**src/rtl/elbeth_dmem_ctrl_pkg.sv**
```systemverilog
// Shared elbeth definitions for the data-memory controller:
// access-size codes, FSM state encoding and lane helper functions.
package elbeth_dmem_ctrl_pkg;

    localparam logic [3:0] SIZE_BYTE = 4'b0001;
    localparam logic [3:0] SIZE_HALF = 4'b0010;
    localparam logic [3:0] SIZE_WORD = 4'b0100;

    typedef enum logic [1:0] {
        ST_IDLE    = 2'd0,
        ST_ACCESS  = 2'd1,
        ST_RESPOND = 2'd2
    } dmem_state_e;

    // Unknown size codes report as misaligned so they never reach the bus.
    function automatic logic is_aligned(
        input logic [3:0] size,
        input logic [1:0] off
    );
        logic ok;
        ok = 1'b0;
        unique case (1'b1)
            (size == SIZE_BYTE): ok = 1'b1;
            (size == SIZE_HALF): ok = ~off[0];
            (size == SIZE_WORD): ok = (off == 2'b00);
            default:             ok = 1'b0;
        endcase
        return ok;
    endfunction

    function automatic logic [3:0] lane_en(
        input logic [3:0] size,
        input logic [1:0] off
    );
        logic [3:0] be;
        be = 4'b0000;
        unique case (1'b1)
            (size == SIZE_BYTE): be = 4'b0001 << off;
            (size == SIZE_HALF): be = 4'b0011 << off;
            (size == SIZE_WORD): be = 4'b1111;
            default:             be = 4'b0000;
        endcase
        return be;
    endfunction

    // Replicate store data across lanes; byte enables pick the live one.
    function automatic logic [31:0] lane_data(
        input logic [3:0]  size,
        input logic [31:0] wd
    );
        logic [31:0] d;
        d = wd;
        unique case (1'b1)
            (size == SIZE_BYTE): d = {4{wd[7:0]}};
            (size == SIZE_HALF): d = {2{wd[15:0]}};
            default:             d = wd;
        endcase
        return d;
    endfunction

endpackage

```
**src/rtl/elbeth_dmem_ctrl_if.sv**
```systemverilog
// Memory-bus bundle between the data-memory controller and memory.
// master: controller side (drives request); slave: memory side.
interface elbeth_dmem_ctrl_if;

    logic        mem_req;
    logic        mem_we;
    logic [31:0] mem_addr;
    logic [31:0] mem_wdata;
    logic [3:0]  mem_byte_en;
    logic        mem_ack;
    logic [31:0] mem_rdata;

    modport master (
        output mem_req, mem_we, mem_addr, mem_wdata, mem_byte_en,
        input  mem_ack, mem_rdata
    );

    modport slave (
        input  mem_req, mem_we, mem_addr, mem_wdata, mem_byte_en,
        output mem_ack, mem_rdata
    );

endinterface

```
**src/rtl/elbeth_dmem_ctrl_load_align.sv**
```systemverilog
// Load lane select plus sign/zero extension (combinational).
// Ports: word/addr/size/is_signed in, data out.
module elbeth_load_align
    import elbeth_dmem_ctrl_pkg::*;
(
    input  logic [31:0] word,
    input  logic [1:0]  addr,
    input  logic [3:0]  size,
    input  logic        is_signed,
    output logic [31:0] data
);

    logic [7:0]  b;
    logic [15:0] h;

    always_comb begin
        b    = word[{addr, 3'b000} +: 8];
        h    = addr[1] ? word[31:16] : word[15:0];
        data = 32'h0;
        unique case (1'b1)
            (size == SIZE_BYTE): data = {{24{is_signed & b[7]}}, b};
            (size == SIZE_HALF): data = {{16{is_signed & h[15]}}, h};
            (size == SIZE_WORD): data = word;
            default:             data = 32'h0;
        endcase
    end

endmodule

```
**src/rtl/elbeth_dmem_ctrl.sv**
```systemverilog
// Data-memory controller: pipeline load/store to a req/ack bus.
// Ports: clk, rst_n, pipeline req/rsp/exc signals, mem bus (master).
module elbeth_dmem_ctrl
    import elbeth_dmem_ctrl_pkg::*;
#(
    parameter int TIMEOUT_CYCLES = 255
) (
    input  logic        clk,
    input  logic        rst_n,
    input  logic        req_valid,
    input  logic        req_write,
    input  logic [31:0] req_addr,
    input  logic [31:0] req_wdata,
    input  logic [3:0]  ctrl_data_size,
    input  logic        ctrl_data_signed,
    output logic        stall,
    output logic        rsp_valid,
    output logic [31:0] rsp_rdata,
    output logic        exc_misaligned,
    output logic        exc_bus_error,
    elbeth_dmem_ctrl_if.master mem
);

    localparam int CNT_W =
        (TIMEOUT_CYCLES > 255) ? $clog2(TIMEOUT_CYCLES + 1) : 8;
    localparam logic [CNT_W:0] TMO = (CNT_W + 1)'(TIMEOUT_CYCLES);
    localparam logic [CNT_W:0] ONE = (CNT_W + 1)'(1);

    dmem_state_e      state, state_nxt;
    logic [CNT_W-1:0] cnt;
    logic [CNT_W:0]   cnt_inc;
    logic [1:0]       lat_off;
    logic [3:0]       lat_size;
    logic             lat_sext;
    logic [31:0]      ld_data;
    logic             aligned;
    logic             accept;
    logic             done;
    logic             tmo_hit;

    assign aligned = is_aligned(ctrl_data_size, req_addr[1:0]);
    assign cnt_inc = {1'b0, cnt} + ONE;

    // Combinational outputs are gated so reset forces them low too.
    assign stall = rst_n &
        (((state == ST_IDLE) & req_valid & aligned) |
         (state == ST_ACCESS));
    assign exc_misaligned = rst_n &
        (state == ST_IDLE) & req_valid & ~aligned;

    always_ff @(posedge clk or negedge rst_n) begin
        if (!rst_n) state <= ST_IDLE;
        else        state <= state_nxt;
    end

    always_comb begin
        state_nxt = state;
        accept    = 1'b0;
        done      = 1'b0;
        tmo_hit   = 1'b0;
        unique case (state)
            ST_IDLE: begin
                if (req_valid && aligned) begin
                    accept    = 1'b1;
                    state_nxt = ST_ACCESS;
                end
            end
            ST_ACCESS: begin
                if (mem.mem_ack) begin
                    done      = 1'b1;
                    state_nxt = ST_RESPOND;
                end else if (cnt_inc >= TMO) begin
                    tmo_hit   = 1'b1;
                    state_nxt = ST_IDLE;
                end
            end
            ST_RESPOND: state_nxt = ST_IDLE;
            default:    state_nxt = ST_IDLE;
        endcase
    end

    elbeth_load_align u_align (
        .word      (mem.mem_rdata),
        .addr      (lat_off),
        .size      (lat_size),
        .is_signed (lat_sext),
        .data      (ld_data)
    );

    always_ff @(posedge clk or negedge rst_n) begin
        if (!rst_n) begin
            cnt             <= '0;
            lat_off         <= 2'b00;
            lat_size        <= 4'h0;
            lat_sext        <= 1'b0;
            mem.mem_req     <= 1'b0;
            mem.mem_we      <= 1'b0;
            mem.mem_addr    <= 32'h0;
            mem.mem_wdata   <= 32'h0;
            mem.mem_byte_en <= 4'h0;
            rsp_valid       <= 1'b0;
            rsp_rdata       <= 32'h0;
            exc_bus_error   <= 1'b0;
        end else begin
            rsp_valid     <= 1'b0;
            exc_bus_error <= 1'b0;
            if (accept) begin
                cnt             <= '0;
                lat_off         <= req_addr[1:0];
                lat_size        <= ctrl_data_size;
                lat_sext        <= ctrl_data_signed;
                mem.mem_req     <= 1'b1;
                mem.mem_we      <= req_write;
                mem.mem_addr    <= {req_addr[31:2], 2'b00};
                mem.mem_wdata   <= lane_data(ctrl_data_size, req_wdata);
                mem.mem_byte_en <= lane_en(ctrl_data_size, req_addr[1:0]);
            end
            if (state == ST_ACCESS && !mem.mem_ack) begin
                cnt <= cnt_inc[CNT_W-1:0];
            end
            if (done) begin
                mem.mem_req <= 1'b0;
                rsp_valid   <= 1'b1;
                // mem_we still holds the latched direction here.
                rsp_rdata   <= mem.mem_we ? 32'h0 : ld_data;
            end
            if (tmo_hit) begin
                mem.mem_req   <= 1'b0;
                exc_bus_error <= 1'b1;
            end
        end
    end

endmodule

```
**src/flat_wrapper.sv**
```systemverilog
// flat-port wrapper written by rule: the top's interface ports become plain ports
module elbeth_dmem_ctrl_flat import elbeth_dmem_ctrl_pkg::*;
#(
    parameter int TIMEOUT_CYCLES = 255
)
  (clk, rst_n, req_valid, req_write, req_addr, req_wdata, ctrl_data_size, ctrl_data_signed, stall, rsp_valid, rsp_rdata, exc_misaligned, exc_bus_error, mem_mem_req, mem_mem_we, mem_mem_addr, mem_mem_wdata, mem_mem_byte_en, mem_mem_ack, mem_mem_rdata);
  elbeth_dmem_ctrl_if mem_i ();
  input  logic clk;
  input  logic rst_n;
  input  logic req_valid;
  input  logic req_write;
  input  logic [31:0] req_addr;
  input  logic [31:0] req_wdata;
  input  logic [3:0] ctrl_data_size;
  input  logic ctrl_data_signed;
  output logic stall;
  output logic rsp_valid;
  output logic [31:0] rsp_rdata;
  output logic exc_misaligned;
  output logic exc_bus_error;
  output wire logic [$bits(mem_i.mem_req)-1:0] mem_mem_req;
  output wire logic [$bits(mem_i.mem_we)-1:0] mem_mem_we;
  output wire logic [$bits(mem_i.mem_addr)-1:0] mem_mem_addr;
  output wire logic [$bits(mem_i.mem_wdata)-1:0] mem_mem_wdata;
  output wire logic [$bits(mem_i.mem_byte_en)-1:0] mem_mem_byte_en;
  input wire logic [$bits(mem_i.mem_ack)-1:0] mem_mem_ack;
  input wire logic [$bits(mem_i.mem_rdata)-1:0] mem_mem_rdata;
  assign mem_mem_req = mem_i.mem_req;
  assign mem_mem_we = mem_i.mem_we;
  assign mem_mem_addr = mem_i.mem_addr;
  assign mem_mem_wdata = mem_i.mem_wdata;
  assign mem_mem_byte_en = mem_i.mem_byte_en;
  assign mem_i.mem_ack = mem_mem_ack;
  assign mem_i.mem_rdata = mem_mem_rdata;
  elbeth_dmem_ctrl #(.TIMEOUT_CYCLES(TIMEOUT_CYCLES)) u_core (.clk(clk), .rst_n(rst_n), .req_valid(req_valid), .req_write(req_write), .req_addr(req_addr), .req_wdata(req_wdata), .ctrl_data_size(ctrl_data_size), .ctrl_data_signed(ctrl_data_signed), .stall(stall), .rsp_valid(rsp_valid), .rsp_rdata(rsp_rdata), .exc_misaligned(exc_misaligned), .exc_bus_error(exc_bus_error), .mem(mem_i));
endmodule
```
**config.mk**
```make
export PLATFORM = sky130hd
export DESIGN_NAME = elbeth_dmem_ctrl_flat
export DESIGN_NICKNAME = d
export VERILOG_FILES = /design/src/rtl/elbeth_dmem_ctrl_pkg.sv /design/src/rtl/elbeth_dmem_ctrl_if.sv /design/src/rtl/elbeth_dmem_ctrl_load_align.sv /design/src/rtl/elbeth_dmem_ctrl.sv /design/src/flat_wrapper.sv
export SDC_FILE = /design/constraint.sdc
export NUM_CORES = 1
export LEC_CHECK = 0
export CORE_ASPECT_RATIO = 1.4
export CORE_UTILIZATION = 45
export DETAILED_ROUTE_END_ITERATION = 6
export GPL_ROUTABILITY_DRIVEN = 0
export GPL_TIMING_DRIVEN = 1
export PLACE_DENSITY_LB_ADDON = 0.2
export SKIP_LAST_GASP = 1
export SLEW_MARGIN = 20
export SYNTH_ARGS = -nofsm -noshare
export SYNTH_HDL_FRONTEND = slang
export SYNTH_SLANG_ARGS = --single-unit
```
**constraint.sdc**
```tcl
create_clock -name clk -period 2.4 [get_ports clk]
set_clock_uncertainty 0.05 [all_clocks]
set_input_delay 0.24 -clock clk [delete_from_list [all_inputs] [get_ports clk]]
set_output_delay 0.24 -clock clk [all_outputs]
set_load 0.01 [all_outputs]
```
==> flow_summary.json, run 1 <==
{
  "wirelength_mm": 15.52,
  "top_regs": "u_core.mem.mem_wdata (32), u_core.rsp_rdata (32), u_core.mem.mem_addr (30)",
  "p_seq_frac": 0.341,
  "design.seq.count": 119,
  "worstSetupEndpointType": "output port",
  "internal_power_mw": 7.006,
  "cts_tree": "yes",
  "cts_root_buf": "sky130_fd_sc_hd__clkbuf_16",
  "netlist.top_cell.by_area": "sky130_fd_sc_hd__dfrtp_1",
  "layoutNonFillerInstCount": 852,
  "maxSlewViolCount": 0,
  "numPlacedInstances": 818,
  "boundaryPins": 212,
  "post_route_cells_drive_above_1_share": 0.2293,
  "p_clk_frac": 0.257,
  "cp.arrival_ps": 2020,
  "synth_cells": 464,
  "cellPowerDensity_mw_per_mm2": 1155,
  "area_share_clock_buf_inv": 0.06977,
  "pre_cts_ws_ps": -210.6,
  "area.share.combinational": 0.2909,
  "yosysSeqAreaShare": 0.5182,
  "final-comb-area_mm2": 0.002556,
  "drt_pre_antenna_iters": 6,
  "area_growth_pct": 52.91,
  "critPathMaxFanout": 3,
  "run_status": "finished clean",
  "log.warning_count": 30,
  "drt-initial-drc-count": 316,
  "slew_worst_pin_ps": 703.4,
  "fin_area_mm2": 0.008787,
  "seqAreaFraction": 0.3389,
  "top_usage_layer": "met2",
  "route.antenna.remaining_nets": 0,
  "power.group.top": "combinational cells",
  "yosysCellCount": 464,
  "placed_area_mm2": 0.008124,
  "ys_dominant_reg_cell": "sky130_fd_sc_hd__dfrtp_1",
  "path_delay_family": "buffers and inverters",
  "setup-violations-final": 0,
  "routedLengthMet1_mm": 6.174,
  "n_tap_cell": 150,
  "maxcap_violations": 0,
  "clk_pin_slew_ps": 60,
  "wire_length_of_the_first_global_routing_pass_mm": 25.56,
  "yosys-mux-area-fraction": 0.2042,
  "wl_per_cell_um": 18.22,
  "initial_antenna_violation_count": 0,
  "synth_chip_area_mm2": 0.005747,
  "viasPerCell": 5.654,
  "criticalPathCategory": "input pin to output port",
  "clock.fmax_ghz": 0.4323,
  "cts_buffers": 17,
  "seqCellArea_mm2": 0.002978,
  "placed_wire_length_estimate_after_detailed_placement_mm": 10.93,
  "layout_top_cell": "sky130_fd_sc_hd__clkdlybuf4s50_1",
  "die_h_um": 135.7,
  "tritoncts_num_sinks": 119,
  "power_frac_comb": 0.402,
  "required_ps": 2110,
  "top_layer_used": "met4",
  "rsz0062_at_grt": "false"
}
[run 1: worst paths after layout]
| check | from | endpoint | slack [ps] | cells past startpoint |
|---|---|---|---|---|
| min | rst_n | u_core.mem.mem_wdata[1] | 220 | 2 |
| min in group clk | req_addr[26] | u_core.mem.mem_addr[26] | 400 | 2 |
| max | req_addr[1] | exc_misaligned | 90 | 6 |
| max in group asynchronous | rst_n | u_core.mem.mem_addr[11] | 1280 | 3 |
| max reg2reg | u_core.lat_size[1] | u_core.rsp_rdata[21] | 270 | 4 |
| min reg2reg | u_core.rsp_rdata[2] | u_core.rsp_rdata[2] | 450 | 1 |
[run 1: timing repair]
item                                    CTS  global route
endpoints found under the setup margin    2             2
pin swaps                                 1             1
hold buffers                              1             0
setup buffers                             0             1
gates resized                             8             5
gates cloned                              0             0
hold endpoints to repair                  6             0
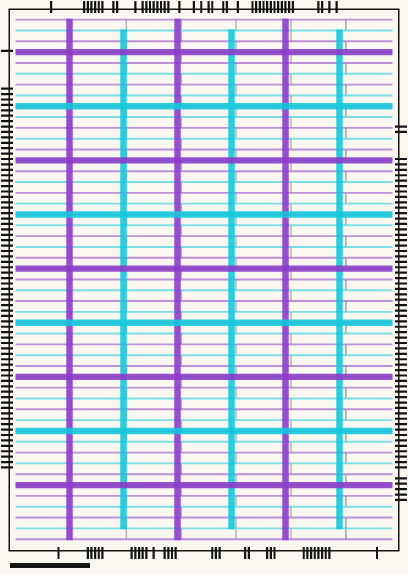
*Floorplan with the power grid, run 1*
Scale bar: 20 um. Pins as bars on the die edge. Tap cells in grey.
- VDD: cyan
- VSS: purple
- rows: 48
- met5 straps: 9
- tap cells: 150
- signal pins: 212
- met1 rails: 49

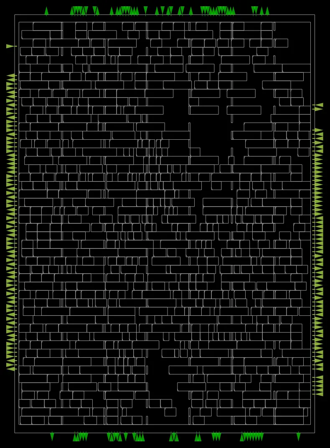
*Cell outlines without signal wires, run 1*
layout filler cell count: 894
standard-cell row count: 48
share of the core filled with cells: 0.7103

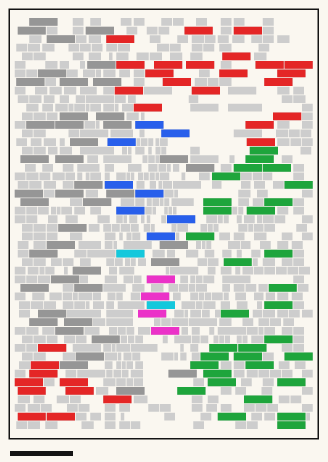
*Register map, names as in the netlist, run 1*
Scale bar: 20 um.
- `u_core.lat_size`: magenta (flops 4)
- `u_core.lat_off`: cyan (flops 2)
- `u_core.cnt`: blue (flops 8; where centre)
- `u_core.rsp_rdata`: green (flops 32)
- `u_core.mem.mem_addr`: red (flops 30; where widely spread)

## Run 2: what changed since run 1
--- a/config.mk
+++ b/config.mk
@@ -6,7 +6,7 @@
 export NUM_CORES = 1
 export LEC_CHECK = 0
 export CORE_ASPECT_RATIO = 1.4
-export CORE_UTILIZATION = 45
+export CORE_UTILIZATION = 35
 export DETAILED_ROUTE_END_ITERATION = 6
 export GPL_ROUTABILITY_DRIVEN = 0
 export GPL_TIMING_DRIVEN = 1
==> run 2 against run 1 <==
Register-to-register slack is essentially flat; non-clock buffer count is the same; hold slack lost 4.9 ps; first-iteration DRC count shrank 13%; worst setup slack gained 68 ps; synthesized cell count is the same; total power shrank 1.8%; flip-flop count is the same; via count shrank 0.64%; critical path type is now register to output port.
==> flow_summary.json, run 2 <==
{
  "clock.fmax_ghz": 0.4453,
  "route.vias.total": 4786,
  "post-route-period-util": 0.9356,
  "path_delay_family": "simple AND/OR/NAND/NOR gates",
  "cts_buffers": 17,
  "area_growth_pct": 52.32,
  "filler_cell_count": 1455,
  "fin_worst_hold_slack_ps": 211.2,
  "yosysSeqAreaShare": 0.5182,
  "internal_power_mw": 6.798,
  "power_clock_mw": 2.41,
  "wl_per_cell_um": 17.64,
  "crit_chain": "or4b_1, inv_1, nand2b_4, a21boi_0, clkbuf_2",
  "ys_dominant_reg_cell": "sky130_fd_sc_hd__dfrtp_1",
  "maxcap_violations": 0,
  "wirelength_mm": 15.87,
  "routedLengthMet1_mm": 6.383,
  "power.group.top": "combinational cells",
  "critPathMaxFanout": 4,
  "route.antenna.remaining_nets": 0,
  "synthesis.yosys.warnings": 0,
  "maxSlewViolCount": 0,
  "top_regs": "u_core.mem.mem_wdata (32), u_core.rsp_rdata (32), u_core.mem.mem_addr (30)",
  "area.share.combinational": 0.2920,
  "worstSetupEndpointType": "output port",
  "total_switching_power_mw": 3.165,
  "cp.arrival_ps": 1960,
  "drt_pre_antenna_iters": 6,
  "synth.cellmix.adderShare": 0.004354,
  "layout.buffer.nonclock.area_share": 0.2672,
  "yosys.area_share.aoi": 0.1511,
  "placed_wire_length_estimate_after_detailed_placement_mm": 11.73,
  "cts_hold_buffers": 1,
  "synth_chip_area_mm2": 0.005747,
  "run_status": "finished clean",
  "initial_antenna_violation_count": 0,
  "final_core_util": 0.5436,
  "pre_cts_ws_ps": -199.4,
  "chip_area_mm2": 0.01694,
  "layoutNonFillerInstCount": 900,
  "log.warning_count": 28,
  "clk_pin_slew_ps": 60,
  "boundaryPins": 212,
  "drt-initial-drc-count": 275,
  "p_seq_frac": 0.347,
  "antenna_cells": 0,
  "slew_worst_pin_ps": 724.1,
  "seqAreaFraction": 0.3402,
  "postCtsResizedCells": 6,
  "design.seq.count": 119,
  "yosysCellCount": 464,
  "yosys.area_share.xor_xnor": 0.003048,
  "numPlacedInstances": 868,
  "synth_cells": 464,
  "largest_cell_class": "flip-flops and latches",
  "cts_tree": "yes",
  "cts_root_buf": "sky130_fd_sc_hd__clkbuf_16",
  "wire_length_of_the_first_global_routing_pass_mm": 25.47,
  "criticalPathCategory": "register to output port",
  "seqCellArea_mm2": 0.002978,
  "top_usage_layer": "met2",
  "std_cell_rows": 55,
  "fin_area_mm2": 0.008753,
  "die_h_um": 153.6,
  "yosys-mux-area-fraction": 0.2042,
  "nNetsFinal": 797,
  "fp_util": 0.3569,
  "p_clk_frac": 0.242,
  "setup-violations-final": 0,
  "n_tap_cell": 199,
  "synth-edff-count": 0,
  "cellPowerDensity_mw_per_mm2": 1138,
  "viasPerCell": 5.318,
  "path_buffers": 2,
  "cts_post_setup_buffers_inserted": 0,
  "simple_gate_share": 0.07337,
  "power_frac_comb": 0.411,
  "top_layer_used": "met4",
  "top_cell_area_share": 0.5182,
  "synth_top_cell_by_count": "sky130_fd_sc_hd__dfrtp_1",
  "placed_area_mm2": 0.008143,
  "critPathMaxStageDelay_ps": 570,
  "layout_top_cell": "sky130_fd_sc_hd__clkdlybuf4s50_1",
  "rsz0062_at_grt": "false",
  "netlist.top_cell.by_area": "sky130_fd_sc_hd__dfrtp_1",
  "tritoncts_num_sinks": 119,
  "required_ps": 2110,
  "area_share_clock_buf_inv": 0.06447,
  "insertion_delay_ps": 410,
  "post_route_cells_drive_above_1_share": 0.2282,
  "power_mw": 9.963,
  "globalRoute.totalOverflow": 0,
  "synth.top_cells.by_area": "sky130_fd_sc_hd__dfrtp_1 (52%), sky130_fd_sc_hd__mux2_2 (15%), sky130_fd_sc_hd__mux2i_1 (3.3%)",
  "final-comb-area_mm2": 0.002556,
  "synth.avg_cell_area_um2": 12.39
}
[run 2: cell types whose count changed in the layout (fill, tap and decap cells not counted), sizes merged]
cell          before  now
inv               20   21
dlygate4sd2        2    1
clkinvlp           4    5
clkinv             5    4
bufinv             3    1
dlymetal6s2s       2    3
[run 2: worst paths after layout]
kind	from	to	slack, ps	depth (start not counted)
max	u_core.state[1]	stall	150	5
min	rst_n	u_core.cnt[1]	210	2
max reg2reg	u_core.lat_size[1]	u_core.rsp_rdata[27]	260	4
min reg2reg	u_core.mem.mem_wdata[18]	u_core.mem.mem_wdata[18]	440	1
max in group asynchronous	rst_n	u_core.rsp_rdata[5]	1140	3
min in group clk	ctrl_data_size[2]	u_core.lat_size[2]	300	3
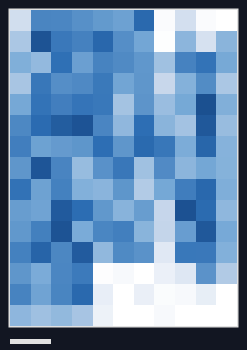
*Cell area per tile, run 2*
Scale bar: 20 um. The die is cut into 11 by 15 equal tiles; white is low, dark blue is high, 0 to 100% covered.
- mean over tiles: 50%
- fullest tile: 87%
- tiles over 75% full: 13%
- nearly empty tiles: 6.7%

No activity file was given, so power comes from the tool's default toggle rates.
